===== src/rtl/dwt53_predict.sv =====
// Streaming predict step of the reversible 5/3 DWT: (even, odd) pairs in, (even, detail) beats out.
// Optional line-length checker enabled by defining DWT53_PREDICT_LEN_CHECK_EN.
module dwt53_predict #(
    parameter int Width     = 16,
    parameter int LinePairs = 32
) (
    input  logic             clk_i,
    input  logic             rstn_i,
    input  logic             s_valid_i,
    output logic             s_ready_o,
    input  logic [Width-1:0] s_even_i,
    input  logic [Width-1:0] s_odd_i,
    input  logic             s_last_i,
    output logic             m_valid_o,
    input  logic             m_ready_i,
    output logic [Width-1:0] m_low_o,
    output logic [Width:0]   m_high_o,
    output logic             m_last_o,
    output logic             err_o
);
    localparam int CntWidth = $clog2(LinePairs + 1);

    typedef enum logic [1:0] {
        EMPTY = 2'd0,
        HELD  = 2'd1,
        LAST  = 2'd2
    } state_e;

    state_e             state_q, state_d;
    logic [Width-1:0]   even_q, even_d;
    logic [Width-1:0]   odd_q, odd_d;
    logic               m_valid_q, m_valid_d;
    logic [Width-1:0]   m_low_q, m_low_d;
    logic [Width:0]     m_high_q, m_high_d;
    logic               m_last_q, m_last_d;
    logic               s_ready_c;
    logic               ld_ok;

    // d = o - floor((e0 + e1) / 2), evaluated in Width+1 bits so it never overflows.
    function automatic logic [Width:0] predict(input logic [Width-1:0] e0,
                                               input logic [Width-1:0] e1,
                                               input logic [Width-1:0] o);
        logic signed [Width:0] sum;
        sum = $signed({e0[Width-1], e0}) + $signed({e1[Width-1], e1});
        return $signed({o[Width-1], o}) - (sum >>> 1);
    endfunction

    assign ld_ok = !m_valid_q || m_ready_i;

    always_comb begin
        state_d   = state_q;
        even_d    = even_q;
        odd_d     = odd_q;
        m_valid_d = m_valid_q;
        m_low_d   = m_low_q;
        m_high_d  = m_high_q;
        m_last_d  = m_last_q;
        s_ready_c = 1'b0;
        if (ld_ok) begin
            m_valid_d = 1'b0;
        end
        case (state_q)
            EMPTY: begin
                s_ready_c = 1'b1;
                if (s_valid_i) begin
                    even_d  = s_even_i;
                    odd_d   = s_odd_i;
                    state_d = s_last_i ? LAST : HELD;
                end
            end
            HELD: begin
                s_ready_c = ld_ok;
                if (s_valid_i && ld_ok) begin
                    m_valid_d = 1'b1;
                    m_low_d   = even_q;
                    m_high_d  = predict(even_q, s_even_i, odd_q);
                    m_last_d  = 1'b0;
                    even_d    = s_even_i;
                    odd_d     = s_odd_i;
                    state_d   = s_last_i ? LAST : HELD;
                end
            end
            LAST: begin
                // Symmetric extension: the missing right neighbour mirrors e_k.
                if (ld_ok) begin
                    m_valid_d = 1'b1;
                    m_low_d   = even_q;
                    m_high_d  = predict(even_q, even_q, odd_q);
                    m_last_d  = 1'b1;
                    state_d   = EMPTY;
                end
            end
            default: state_d = EMPTY;
        endcase
    end

    always_ff @(posedge clk_i) begin
        if (!rstn_i) begin
            state_q   <= EMPTY;
            even_q    <= '0;
            odd_q     <= '0;
            m_valid_q <= 1'b0;
            m_low_q   <= '0;
            m_high_q  <= '0;
            m_last_q  <= 1'b0;
        end else begin
            state_q   <= state_d;
            even_q    <= even_d;
            odd_q     <= odd_d;
            m_valid_q <= m_valid_d;
            m_low_q   <= m_low_d;
            m_high_q  <= m_high_d;
            m_last_q  <= m_last_d;
        end
    end

    assign s_ready_o = s_ready_c;
    assign m_valid_o = m_valid_q;
    assign m_low_o   = m_low_q;
    assign m_high_o  = m_high_q;
    assign m_last_o  = m_last_q;

`ifdef DWT53_PREDICT_LEN_CHECK_EN
    logic [CntWidth-1:0] cnt_q, cnt_d;
    logic                err_q, err_d;
    logic                accept;

    assign accept = s_valid_i && s_ready_c;

    always_comb begin
        cnt_d = cnt_q;
        err_d = err_q;
        if (accept) begin
            if (s_last_i) begin
                cnt_d = '0;
                if (({1'b0, cnt_q} + (CntWidth + 1)'(1)) != (CntWidth + 1)'(LinePairs)) begin
                    err_d = 1'b1;
                end
            end else if (cnt_q != {CntWidth{1'b1}}) begin
                cnt_d = cnt_q + CntWidth'(1);
            end
        end
    end

    always_ff @(posedge clk_i) begin
        if (!rstn_i) begin
            cnt_q <= '0;
            err_q <= 1'b0;
        end else begin
            cnt_q <= cnt_d;
            err_q <= err_d;
        end
    end

    assign err_o = err_q;
`else
    assign err_o = 1'b0;
`endif

endmodule

===== config.mk =====
export PLATFORM = sky130hd
export DESIGN_NAME = dwt53_predict
export DESIGN_NICKNAME = d
export VERILOG_FILES = /design/src/rtl/dwt53_predict.sv
export SDC_FILE = /design/constraint.sdc
export NUM_CORES = 1
export LEC_CHECK = 0
export ABC_AREA = 1
export CORE_ASPECT_RATIO = 1.75
export CORE_MARGIN = 2
export CORE_UTILIZATION = 55
export DETAILED_ROUTE_END_ITERATION = 10
export PLACE_DENSITY = 0.91
export SLEW_MARGIN = 15
export SYNTH_ARGS = -nofsm -noshare
export SYNTH_HDL_FRONTEND = slang
export SYNTH_SLANG_ARGS = --single-unit

===== constraint.sdc =====
create_clock -name clk_i -period 4.2 [get_ports clk_i]
set_input_delay 0.63 -clock clk_i [delete_from_list [all_inputs] [get_ports clk_i]]
set_output_delay 0.63 -clock clk_i [all_outputs]
set_load 0.01 [all_outputs]

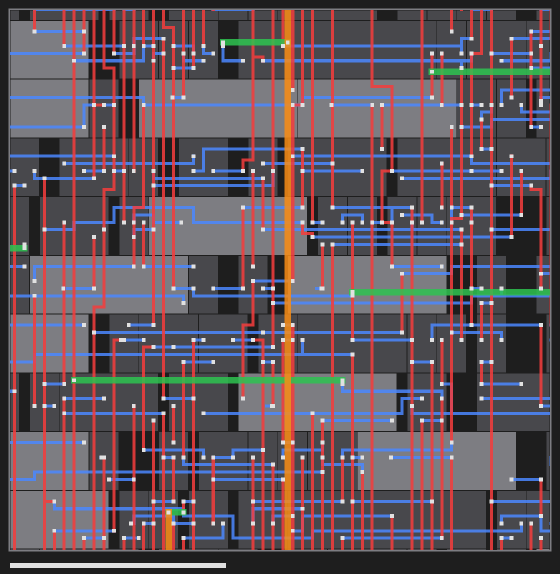
Run 1: a small window of the routed layout
Bar = 10 µm. Window x 6 to 31, y 19 to 44 µm. Cells in gray, sequential cells in the stronger gray; small squares are vias.
| color | layer |
|---|---|
| green | met3 |
| red | met2 |
| orange | met4 |
| blue | met1 |
cells with their middle in the window: 62
most frequent: nand2_1 (17), nor2_1 (8), dfxtp_1 (8)
netlist names of flops here include: even_q (4)
sequential cells in the window: 8

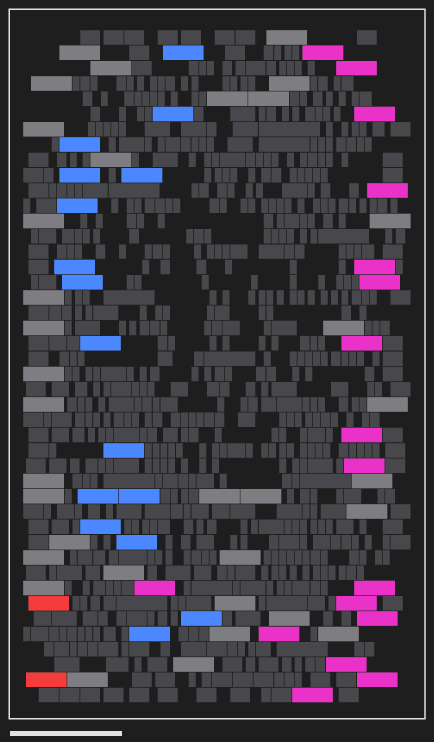
Run 1: register map, names as in the netlist
Bar = 20 µm. Other sequential cells in the stronger gray, the rest of the logic in the fainter gray.
| color | name in the netlist | sequential cells |
|---|---|---|
| magenta | m_high_o | 17 |
| red | state_q | 2 |
| blue | even_q | 16 |

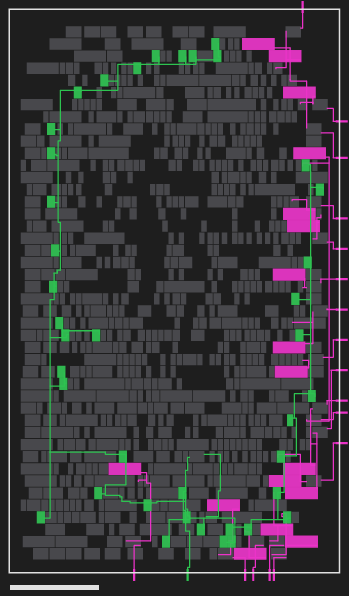
Run 1: I/O nets highlighted
Bar = 20 µm.
| color | port | bits | direction | edge | end cells | wire |
|---|---|---|---|---|---|---|
| magenta | m_high_o | 17 | output | 11 right, 5 bottom, 1 top | 17 | 396 µm |
| green | rstn_i | 1 | input | bottom | 40 | 436 µm |

==> flow_metrics.py, run 1 <==
# Generated from Yosys and OpenROAD reports
metrics = {
    "placed_design": {
        "place_area_um2": 5390,
        "placed_cells": 879,
        "gp_congestion": 0.937,
    },
    "floorplanning": {
        "io_pins": 74,
        "die.size.y_um": 126,
        "fp-row-count": 44,
        "coreArea_um2": 8260,
    },
    "logic_synthesis": {
        "ys_sh_aoi_pct": 13.1,
        "yosys.area.top_type_share_pct": 29.6,
        "ys_chip_area_um2": 4670,
        "synth_area_per_cell_um2": 6.37,
        "synthMostInstantiatedCell": "nand2_1",
        "synth.distinct_cells": 33,
        "async_reset_ff_share_pct": 0,
        "numSynthFlops": 69,
        "simple_gate_area_share_pct": 32.9,
        "ys_sh_mux_pct": 0,
        "yosys.area.top_type": "dfxtp_1",
        "dominantRegCellSynth": "dfxtp_1",
        "synth-adder-area-share_pct": 9.96,
        "synthXorXnorAreaFrac_pct": 3.19,
        "fp_nets": 807,
        "logic_family": "simple AND/OR/NAND/NOR gates",
        "synthCells": 734,
        "ys_cells": 734,
    },
    "global_route": {
        "gr-usage-all-layers_pct": 28.0,
        "grt-ovfl-total": 0,
        "grtUsageMet2_pct": 52.4,
        "grt.met3_usage_pct": 4.40,
        "grt_pass1_wl_um": 20200,
        "busiest_layer": "met2",
    },
    "min_path": {
        "hp-class": "reg2reg",
        "holdCritStartpoint": "m_low_o[14]",
        "hold_depth": 2,
        "min_to": "m_low_o[14]",
    },
    "sta": {
        "rsz0062_at_grt": "no",
        "period_used_pct": 89.2,
        "tightest_slew_ns": 0.729,
        "finalSetupViolCount": 0,
        "slew_headroom_pct": 51.3,
        "clock_skew_ns": 0.00652,
        "maxSlewViolCount": 0,
    },
    "power_and_ir_drop": {
        "total_power_mw": 4.88,
        "p_leak_nw": 2.83,
    },
    "finish": {
        "n_all_buffers": 77,
        "comb_cells": 542,
        "drive_above_1_share_pct": 6.85,
        "buffer_area_share_pct": 13.3,
        "final_nets": 871,
        "seq_share_pct": 24.3,
        "final_common_cell": "nand2_1",
        "seq_area_um2": 1380,
    },
    "setup_path": {
        "crit_start": "state_q[0]",
        "end_kind": "register",
        "critPathKind": "reg2reg",
        "cp_data_arrival_time_ns": 3.98,
    },
    "drt": {
        "drc": 0,
        "wl_met3_um": 411,
        "wl_met1_um": 4750,
        "highest_layer": "met4",
        "routedWlPerCell_um": 13.8,
        "dr.pass1.iters": 4,
    },
    "cts": {
        "clk_latency_ns": 0.34,
        "cts-resized-gates": 0,
        "h-tree-depth": 3,
    },
    "run_status": {
        "outcome": "completed",
    },
}
## run 1: worst max path at each step
stage | cells after the start | to | slack (ns)
after floorplan | 27 | m_high_o[15] | 0.97
after global placement | 20 | m_high_o[13] | 0.35
after detailed placement | 20 | m_high_o[13] | 0.25
after CTS | 20 | m_high_o[13] | 0.50
after global routing | 23 | m_high_o[16] | 0.16
final | 20 | m_high_o[13] | 0.46
## run 1: registers in the layout, summed over array words and instances (netlist names)
name,flops
even_q,16
m_high_o,17
m_last_o,1
m_low_o,16
m_valid_o,1
odd_q,16
state_q,2
## run 1: stage by stage
stage          hold WS [ns]  worst slack (ns)  utilization [%]
2_1_floorplan         0.436             0.967                -
5_1_grt               0.483             0.156             68.9
3_3_place_gp          0.451             0.352             65.3
6_report              0.462             0.455             68.9
3_5_place_dp          0.457             0.248             65.3
4_1_cts               0.465             0.497             68.9
## run 1: power breakdown
| part | leakage (nW) | internal [mW] | switching [mW] |
|---|---|---|---|
| clock | 0.143 | 0.474 | 0.285 |
| sequential | 0.569 | 0.871 | 0.161 |
| combinational | 2.12 | 1.15 | 1.94 |
| total | 2.83 | 2.50 | 2.38 |
## run 1: worst max-delay path: stages, from the launching register on
cell,delay (ns)
dfxtp_1,0.34
inv_1,0.08
ha_1,0.22
inv_1,0.36
nand2_1,0.11
nand2_1,0.08
ha_1,0.28
a21oi_1,0.22
o21ai_1,0.14
o21ai_0,0.39
nand2_1,0.10
nand2_1,0.07
nand2_1,0.05
ha_1,0.37
nand2_1,0.16
nor3_1,0.20
nand2_1,0.09
nand3_1,0.10
nand2_1,0.05
nor2_1,0.17
nor2_1,0.06
==> inputs of run 2 (changes only) <==
--- a/config.mk
+++ b/config.mk
@@ -11,6 +11,7 @@
 export CORE_UTILIZATION = 55
 export DETAILED_ROUTE_END_ITERATION = 10
 export PLACE_DENSITY = 0.91
+export SKIP_CTS_REPAIR_TIMING = 1
 export SLEW_MARGIN = 15
 export SYNTH_ARGS = -nofsm -noshare
 export SYNTH_HDL_FRONTEND = slang
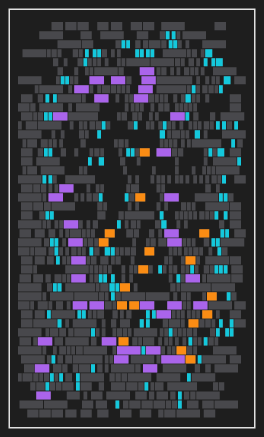
Run 2: gate families picked out
| color | family | cells | most used |
|---|---|---|---|
| purple | adder and majority cells | 36 | ha_1 |
| orange | XOR/XNOR gates | 17 | xor2_1 |
| cyan | NOR gates | 120 | nor2_1 |

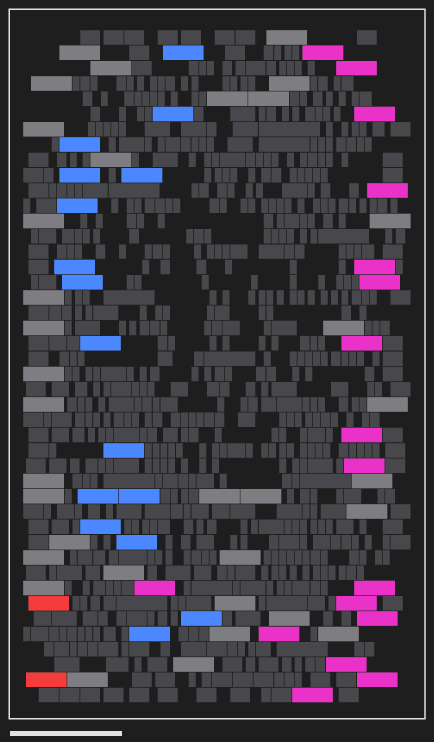
Run 2: register map, names as in the netlist
Bar = 20 µm. Other sequential cells in the stronger gray, the rest of the logic in the fainter gray.
| color | name in the netlist | sequential cells |
|---|---|---|
| magenta | m_high_o | 17 |
| blue | even_q | 16 |
| red | state_q | 2 |

==> run 2 against run 1 <==
Wire length stayed put. First-iteration DRC count stayed put. Non-clock buffer count stayed put. Clock power hardly changed. Clock skew stayed put. Core utilization stayed put. Largest power group unchanged. Highest routed layer unchanged.
==> flow_metrics.py, run 2 <==
# Generated from Yosys and OpenROAD reports
metrics = {
    "logic_synthesis": {
        "top_cells_by_count": "208 x nand2_1, 109 x nor2_1, 96 x inv_1",
        "synthMostInstantiatedCell": "nand2_1",
        "ys_chip_area_um2": 4670,
        "ys_cells": 734,
        "ys_seq_share_pct": 29.6,
        "yosys.area.top_type_share_pct": 29.6,
        "synthCells": 734,
        "syn-cell-area_um2": 4670,
        "dominantRegCellSynth": "dfxtp_1",
        "numSynthFlops": 69,
        "fp_nets": 807,
        "synth_area_per_cell_um2": 6.37,
        "synth.distinct_cells": 33,
        "yosys_warnings": 0,
        "edf_count": 0,
        "async_reset_ff_share_pct": 0,
        "yosys.area.top_type": "dfxtp_1",
        "synthTopCellsByArea": "dfxtp_1 30%, nand2_1 17%, ha_1 9.1%",
    },
    "finish": {
        "layout.cells.non_filler": 895,
        "seq_area_um2": 1380,
        "nFillCells": 726,
        "lay_top_cells": "208 x nand2_1, 109 x nor2_1, 96 x inv_1, 72 x clkdlybuf4s50_1, 69 x dfxtp_1",
        "antenna_cells": 0,
        "final_area_um2": 5690,
        "utilization_pct": 68.9,
        "logic_area_um2": 2770,
        "largest_reg_flops": 17,
        "drive_above_1_share_pct": 6.85,
        "final_common_cell": "nand2_1",
        "final_nets": 871,
        "area_growth_pct": 21.7,
    },
    "setup_path": {
        "cp_data_arrival_time_ns": 3.98,
        "critical_path.reg2reg.startpoint": "state_q[0]",
        "required_ns": 4.43,
        "critPathKind": "reg2reg",
        "cp_slowest_cell": "o21ai_0",
        "r2r-end": "m_high_o[13]",
        "path_cells": "inv_1 -> ha_1 -> inv_1 -> nand2_1 -> nand2_1 -> ha_1 -> a21oi_1 -> o21ai_1 -> o21ai_0 -> nand2_1 -> nand2_1 -> nand2_1 -> ha_1 -> nand2_1 -> nor3_1 -> nand2_1 -> nand3_1 -> nand2_1 -> nor2_1 -> nor2_1",
        "critPathMaxFanout": 14,
        "cpMostUsedCell": "nand2_1",
        "end_kind": "register",
        "rrSetupSlack_ns": 0.46,
        "start_kind": "register",
        "cpPeakStageDelay_ns": 0.39,
        "reg2reg_depth": 20,
    },
    "drt": {
        "postRouteAntennaNets": 0,
        "viasPerCell": 5.19,
        "drtIter0Drc": 184,
        "routedWlPerCell_um": 13.8,
        "dr.pass1.iters": 4,
        "vias": 4644,
        "drc": 0,
        "finalWirelength_um": 12400,
    },
    "cts": {
        "clock_path_buffers": 2,
        "clkSinkCount": 69,
        "cts.reportedPaths.clkPinSlew_ns": 0.06,
        "cts_tree": "built",
        "clockRootBuffer": "clkbuf_16",
        "h-tree-depth": 3,
        "numCtsBuffers": 9,
        "clk_latency_ns": 0.34,
    },
    "placed_design": {
        "portBuffers": 72,
        "gp_congestion": 0.937,
        "post-place-ws_ns": 0.248,
        "placed_cells": 879,
        "place_area_um2": 5390,
        "dp_hpwl_um": 9240,
    },
    "global_route": {
        "grt_pass1_vias": 4578,
        "grt_pass1_wl_um": 20200,
        "gr-usage-all-layers_pct": 28.0,
        "grt-ovfl-total": 0,
        "grt_max_degree": 41,
        "antenna_found_initial": 0,
    },
    "power_and_ir_drop": {
        "ir_worst_vdd_mv": 0.519,
        "total_power_mw": 4.88,
        "p_leak_nw": 2.83,
        "powerDensity_nw_per_um2": 858,
    },
    "sta": {
        "fin_crit_ns": 3.74,
        "slew_headroom_pct": 51.3,
        "clock_skew_ns": 0.00652,
        "finalSetupViolCount": 0,
        "hold_viol_final": 0,
        "maxSlewViolCount": 0,
        "holdWs_ns": 0.462,
        "tightest_slew_ns": 0.729,
        "period_used_pct": 89.2,
        "finalSetupTns_ns": 0,
        "rsz0062_at_grt": "no",
        "fin_ws_ns": 0.455,
        "max_freq_ghz": 0.267,
    },
    "min_path": {
        "hp-class": "reg2reg",
        "min_to": "m_low_o[14]",
        "holdCritStartpoint": "m_low_o[14]",
        "hold_depth": 2,
    },
    "floorplanning": {
        "io_pins": 74,
        "die.size.y_um": 126,
        "coreArea_um2": 8260,
        "initCoreUtil_pct": 56.6,
        "dieWidth_um": 73.7,
        "fp-row-count": 44,
        "die-area_um2": 9280,
    },
    "job": {
        "maxCapViolCount": 0,
        "warning_count": 29,
    },
    "run_status": {
        "outcome": "completed",
    },
}
-- run 2: cell counts in the layout (fill, tap and decap cells not counted) --
Identical to the previous run, type by type.
-- run 2: where the power goes --
group | internal, mW | leakage, nW | total, mW | switching [mW]
clock network | 0.474 | 0.143 | 0.759 | 0.285
registers | 0.871 | 0.569 | 1.03 | 0.161
logic | 1.15 | 2.12 | 3.09 | 1.94
-- run 2: cells by family after synthesis --
logic type,synth area share (%)
buffers and inverters,11.2
adders and majority gates,9.96
AOI/OAI and AO/OA,13.1
xor gates and xnor gates,3.19
other,0.0802
DFF,29.6
and+or+nand+nor,32.9
-- run 2: worst max-delay path by stage --
stage	start	to	slack (ns)	depth (start not counted)
final	state_q[0]	m_high_o[13]	0.46	20
after global routing	state_q[0]	m_high_o[16]	0.16	23
after global placement	s_even_i[1]	m_high_o[13]	0.35	20
after CTS	state_q[0]	m_high_o[13]	0.50	20
after detailed placement	s_even_i[1]	m_high_o[13]	0.25	20
after floorplan	state_q[0]	m_high_o[15]	0.97	27
-- run 2: layout make-up --
class / instances / area share [%]
clock buffers: 12 / 4.33
repair buffers: 77 / 13.3
well taps: 92 / 2.02
clock inverters: 4 / 0.836
multi-input cells: 542 / 48.7
inverters: 99 / 6.53
flip-flops and latches: 69 / 24.3
-- run 2: layer usage --
metal | up-vias | track usage (%) | part of all wire [%]
met5 | - | 0 | 0
met4 | 0 | 13.4 | 3.0
met3 | 25 | 4.40 | 3.3
met2 | 102 | 52.4 | 55
met1 | 2105 | 28.8 | 38
li1 | 2412 | - | -
-- run 2: worst max-delay path: cells and delay by family, from the launching register on --
kind / cells / cell delay [ns]
flops: 1 / 0.34
buf+inv: 2 / 0.44
compound gates: 3 / 0.75
simple gates: 12 / 1.24
fa+ha+maj: 3 / 0.87
No activity file was given, so power comes from the tool's default toggle rates.
